==> config.mk <==
export PLATFORM = sky130hd
export DESIGN_NAME = irq_service_responder
export DESIGN_NICKNAME = d
export VERILOG_FILES = /design/src/rtl/irq_pkg.sv /design/src/rtl/irq_vec_fifo.sv /design/src/rtl/irq_service_responder.sv
export SDC_FILE = /design/constraint.sdc
export NUM_CORES = 1
export LEC_CHECK = 0
export CAP_MARGIN = 20
export CORE_MARGIN = 5
export CORE_UTILIZATION = 53
export DETAILED_ROUTE_END_ITERATION = 12
export PLACE_DENSITY = 0.8
export SLEW_MARGIN = 25
export SYNTH_ARGS = -nofsm -noshare
export SYNTH_HDL_FRONTEND = slang
export SYNTH_SLANG_ARGS = --single-unit
==> constraint.sdc <==
create_clock -name clk -period 2.2 [get_ports clk]
set_input_delay 0.55 -clock clk [delete_from_list [all_inputs] [get_ports clk]]
set_output_delay 0.55 -clock clk [all_outputs]
set_load 0.02 [all_outputs]
==> src/rtl/irq_pkg.sv <==
// Shared types and defaults for the interrupt service responder.
package irq_pkg;

  localparam int NUM_SRC    = 4;
  localparam int SRC_W      = 2;
  localparam int FIFO_DEPTH = 4;
  localparam int LEN_W      = 8;
  localparam int CNT_W      = 8;

  // One-hot FSM encoding; any other pattern is treated as illegal.
  typedef enum logic [2:0] {
    IDLE    = 3'b001,
    SERVICE = 3'b010,
    DONE    = 3'b100
  } state_t;

  // Index of the lowest set bit; returns 0 when no bit is set.
  function automatic logic [SRC_W-1:0] onehot_lowest(input logic [NUM_SRC-1:0] ack);
    logic [SRC_W-1:0] idx;
    idx = '0;
    for (int i = NUM_SRC - 1; i >= 0; i--) begin
      if (ack[i]) idx = SRC_W'(i);
    end
    return idx;
  endfunction

endpackage

==> src/rtl/irq_vec_fifo.sv <==
// Pending-grant queue: synchronous FIFO with wrap-bit pointers.
// A push while full is ignored; the parent decides how to flag it.
module irq_vec_fifo #(
  parameter int WIDTH = 2,
  parameter int DEPTH = 4
) (
  input  logic             clk,
  input  logic             reset_n,
  input  logic             i_push,
  input  logic [WIDTH-1:0] i_data,
  input  logic             i_pop,
  output logic [WIDTH-1:0] o_data,
  output logic             o_full,
  output logic             o_empty
);

  localparam int AW = $clog2(DEPTH);

  logic [WIDTH-1:0] r_mem [DEPTH];
  logic [AW:0]      r_wr_ptr;
  logic [AW:0]      r_rd_ptr;
  logic             w_do_push;
  logic             w_do_pop;

  assign o_empty   = (r_wr_ptr == r_rd_ptr);
  assign o_full    = (r_wr_ptr[AW] != r_rd_ptr[AW]) &&
                     (r_wr_ptr[AW-1:0] == r_rd_ptr[AW-1:0]);
  assign w_do_push = i_push && !o_full;
  assign w_do_pop  = i_pop && !o_empty;
  assign o_data    = r_mem[r_rd_ptr[AW-1:0]];

  // Storage needs no reset: the pointers alone define what is valid.
  always_ff @(posedge clk) begin
    if (w_do_push) r_mem[r_wr_ptr[AW-1:0]] <= i_data;
  end

  // Pointer advance on accepted push / pop.
  always_ff @(posedge clk or negedge reset_n) begin
    if (!reset_n) begin
      r_wr_ptr <= '0;
      r_rd_ptr <= '0;
    end else begin
      if (w_do_push) r_wr_ptr <= r_wr_ptr + (AW+1)'(1);
      if (w_do_pop)  r_rd_ptr <= r_rd_ptr + (AW+1)'(1);
    end
  end

endmodule

==> src/rtl/irq_service_responder.sv <==
// CPU-side responder: captures granted vectors into a queue, services
// them one at a time with a down-counting timer, and pulses done.
//
// state   | meaning
// IDLE    | waiting; pops the queue head when one is pending
// SERVICE | timer running for active_vec
// DONE    | one-cycle completion pulse, serviced count bumped
module irq_service_responder
  import irq_pkg::*;
#(
  parameter int NUM_SRC    = irq_pkg::NUM_SRC,
  parameter int SRC_W      = irq_pkg::SRC_W,
  parameter int FIFO_DEPTH = irq_pkg::FIFO_DEPTH,
  parameter int LEN_W      = irq_pkg::LEN_W,
  parameter int CNT_W      = irq_pkg::CNT_W
) (
  input  logic                     clk,
  input  logic                     reset_n,
  input  logic                     irq,
  input  logic [NUM_SRC-1:0]       ack,
  input  logic [LEN_W-1:0]         svc_len,
  input  logic                     clr_flags,
  output logic                     done,
  output logic                     busy,
  output logic [SRC_W-1:0]         active_vec,
  output logic                     active_valid,
  output logic [NUM_SRC*CNT_W-1:0] svc_count,
  output logic                     ovf,
  output logic                     proto_err
);

  state_t             r_state;
  state_t             w_state_nxt;
  logic [LEN_W-1:0]   r_timer;
  logic [SRC_W-1:0]   r_active_vec;
  logic [CNT_W-1:0]   r_svc_cnt [NUM_SRC];
  logic               r_ovf;
  logic               r_proto_err;

  logic               w_grant;
  logic               w_multi;
  logic               w_proto_set;
  logic               w_ovf_set;
  logic               w_push;
  logic               w_pop;
  logic               w_full;
  logic               w_empty;
  logic [SRC_W-1:0]   w_push_idx;
  logic [SRC_W-1:0]   w_head;

  // Capture: irq with a nonzero ack is a grant; malformed ack flags an error.
  assign w_grant     = irq && (ack != '0);
  assign w_multi     = (ack & (ack - NUM_SRC'(1))) != '0;
  assign w_proto_set = irq && ((ack == '0) || w_multi);
  assign w_push_idx  = onehot_lowest(ack);
  assign w_push      = w_grant && !w_full;
  assign w_ovf_set   = w_grant && w_full;
  assign w_pop       = (r_state == IDLE) && !w_empty;

  irq_vec_fifo #(
    .WIDTH (SRC_W),
    .DEPTH (FIFO_DEPTH)
  ) u_fifo (
    .clk     (clk),
    .reset_n (reset_n),
    .i_push  (w_push),
    .i_data  (w_push_idx),
    .i_pop   (w_pop),
    .o_data  (w_head),
    .o_full  (w_full),
    .o_empty (w_empty)
  );

  // Next-state decode; unknown encodings fall back to IDLE.
  always_comb begin
    w_state_nxt = r_state;
    unique case (r_state)
      IDLE:    if (!w_empty) w_state_nxt = SERVICE;
      SERVICE: if (r_timer == LEN_W'(1)) w_state_nxt = DONE;
      DONE:    w_state_nxt = IDLE;
      default: w_state_nxt = IDLE;
    endcase
  end

  // State register.
  always_ff @(posedge clk or negedge reset_n) begin
    if (!reset_n) r_state <= IDLE;
    else          r_state <= w_state_nxt;
  end

  // Service timer and active vector; a zero length still runs one cycle.
  always_ff @(posedge clk or negedge reset_n) begin
    if (!reset_n) begin
      r_timer      <= '0;
      r_active_vec <= '0;
    end else if (w_pop) begin
      r_active_vec <= w_head;
      r_timer      <= (svc_len == '0) ? LEN_W'(1) : svc_len;
    end else if (r_state == SERVICE) begin
      r_timer <= r_timer - LEN_W'(1);
    end
  end

  // Per-source serviced counters, saturating at all-ones.
  always_ff @(posedge clk or negedge reset_n) begin
    if (!reset_n) begin
      for (int i = 0; i < NUM_SRC; i++) r_svc_cnt[i] <= '0;
    end else begin
      for (int i = 0; i < NUM_SRC; i++) begin
        if ((r_state == DONE) && (r_active_vec == SRC_W'(i)) && (r_svc_cnt[i] != '1))
          r_svc_cnt[i] <= r_svc_cnt[i] + CNT_W'(1);
      end
    end
  end

  // Sticky flags; a set in the same cycle as a clear takes priority.
  always_ff @(posedge clk or negedge reset_n) begin
    if (!reset_n) begin
      r_ovf       <= 1'b0;
      r_proto_err <= 1'b0;
    end else begin
      if (w_ovf_set)      r_ovf <= 1'b1;
      else if (clr_flags) r_ovf <= 1'b0;
      if (w_proto_set)    r_proto_err <= 1'b1;
      else if (clr_flags) r_proto_err <= 1'b0;
    end
  end

  for (genvar g = 0; g < NUM_SRC; g++) begin : g_cnt_pack
    assign svc_count[g*CNT_W +: CNT_W] = r_svc_cnt[g];
  end

  // All outputs decode straight from registers.
  assign done         = (r_state == DONE);
  assign active_valid = (r_state == SERVICE) || (r_state == DONE);
  assign busy         = active_valid || !w_empty;
  assign active_vec   = r_active_vec;
  assign ovf          = r_ovf;
  assign proto_err    = r_proto_err;

endmodule

==> images/met1.png <==
Cells faint in the background.
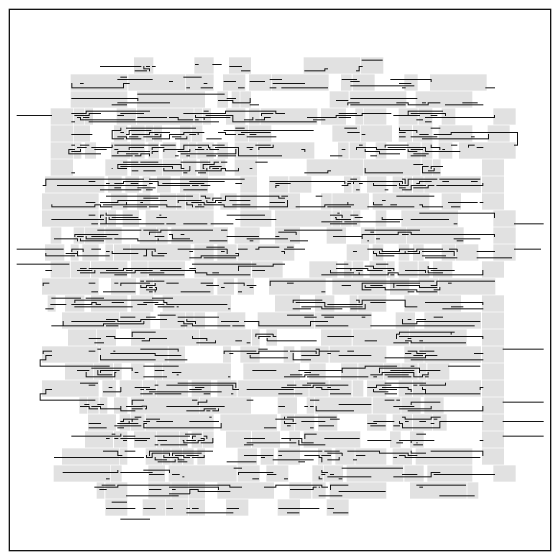
The layer holds 44% of the routed length. The wires run mostly horizontal.
global-route met1 utilization: 23.9%
Post-Route WL: 6880 microns
routed vias: 2349

==> notes.md <==
## Floorplan
* starting utilization of the core area: 55.5%
* chip footprint: 7470 sq um

## Clock tree
* clock buffer count from CTS: 9
* root buffer cell: sky130_fd_sc_hd__clkbuf_8
* CTS tree: yes
* CTS sink cnt: 61

## GRT
* vias in the first global route: 2392
* final global-route overflow total: 0
* wire length of the first global-routing pass: 11400 microns
* maximum number of pins on one net before global-route repair: 36
* global router's overall resource usage: 19.5%

## Finish
* Design Area, Final: 4040 sq um
* number of diodes added for antenna fixing: 0
* Post-layout nets: 374

## Setup path
* type of element capturing the critical path: output port
* worst endpoint data arrival time: 1540 ps
* r2r worst-path depth: 4
* dominant delay contributor by cell family on the critical path: simple AND/OR/NAND/NOR gates
* Reg2Reg Launch Point: r_state[1]
* stages on the worst setup path: 3

## Placed design
* cell area after placement: 3830 sq um
* IO buf count: 54
* routability congestion estimate: 0.828
* estimated wirelength of the detail-placed design: 4960 microns

## Power and ir drop
* Max IR drop VDD: 0.000998 V
* power drawn by the sequential cells: 0.00162 W
* Leak: 1.79 nW
* power consumed by the clock network: 0.000954 W
* clock power share: 22.7%
* total power divided by cell area: 1040 nW/um^2
* group with the largest share of power: sequential cells
* Internal: 0.00269 W

## STA
* final-layout worst hold slack: 168 ps
* final critical-path share of the clock period: 95.0%
* clock skew after layout: 6.17 ps
* Final Critical Period: 2090 ps
* total count of max-transition violations in the final report: 0

## Yosys
* Largest cells by area: sky130_fd_sc_hd__dfrtp_1 (42%), sky130_fd_sc_hd__edfxtp_1 (7.8%), sky130_fd_sc_hd__xnor2_1 (5.7%)
* chip area in the Yosys report: 3090 sq um
* yosys cell count: 270
* top post-synthesis cells by count: sky130_fd_sc_hd__dfrtp_1 (52), sky130_fd_sc_hd__xnor2_1 (20), sky130_fd_sc_hd__nand2_1 (18), sky130_fd_sc_hd__nand3_1 (18), sky130_fd_sc_hd__xor2_1 (16)
* post-synthesis instance area: 3090 sq um
* floorplan net count: 297
* Post-Synthesis Cells: 270
* Cell Type Count: 55
* area share, top type: 42.1%
* number of storage elements in the synthesis netlist: 61
* library cell with the highest instance count after synthesis: sky130_fd_sc_hd__dfrtp_1

## Status
* outcome: completed

## Route
* routed length per placed instance: 16.2 microns
* number of nets still failing antenna checks after routing: 0

==> images/met2.png <==
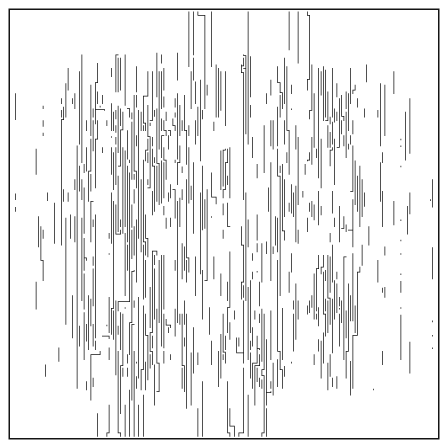
330 nets have wire on it. The wires run mostly vertical. The layer carries 3430 microns of wire. The layer holds 50% of the routed length. The longest straight run is 49.0 microns.
met2 track demand over resource in global routing: 32.8%

layout make-up:
cell class / instances / share of cell area [%]
clock inverter: 5 / 1.27
multi-input combinational: 192 / 36.6
timing repair buffer: 72 / 16.7
tap: 72 / 2.23
clock buffer: 11 / 3.26
sequential: 61 / 38.9
inverter: 11 / 1.02
kinds of logic after synthesis:
| kind of cell | Yosys count | share of synthesized area, % |
|---|---|---|
| buffers and inverters | 17 | 2.51 |
| AOI/OAI and AO/OA | 39 | 9.30 |
| adders and majority gates | 11 | 4.45 |
| xor gates and xnor gates | 36 | 10.2 |
| DFF | 61 | 50.7 |
| muxes | 9 | 4.12 |
| and+or+nand+nor | 97 | 18.8 |
metal layers:
| layer | global-route usage [%] | part of all wire (%) | up-vias | routed length, microns |
|---|---|---|---|---|
| li1 | - | - | 1140 | - |
| met1 | 23.9 | 44 | 1136 | 3010 |
| met2 | 32.8 | 50 | 59 | 3430 |
| met3 | 4.28 | 4.2 | 14 | 288 |
| met4 | 9.07 | 2.2 | 0 | 152 |
| met5 | 0 | 0 | - | 0 |
metrics by stage:
step	setup WS, ps	setup TNS (ps)	instances	power (W)
after floorplan	352	0	270	0.00259
after global placement	14.0	0	408	0.00310
after detailed placement	-14.4	-14.4	408	0.00317
after CTS	-8.10	-8.10	424	0.00414
after global routing	23.5	0	424	0.00447
final	110	0	424	0.00420
timing repair:
item / CTS / global route
hold buffers: 0 / 0
gates resized: 5 / 6
setup endpoints to repair: 3 / 1
endpoints found under the hold margin: 0 / 0
worst reg2reg max path: stages, from the launching register on:
cell,delay (ps)
sky130_fd_sc_hd__dfrtp_1,410
sky130_fd_sc_hd__buf_4,180
sky130_fd_sc_hd__or4b_4,600
sky130_fd_sc_hd__a211oi_2,290
sky130_fd_sc_hd__mux2_2,370
Power and IR drop assume default switching activity.
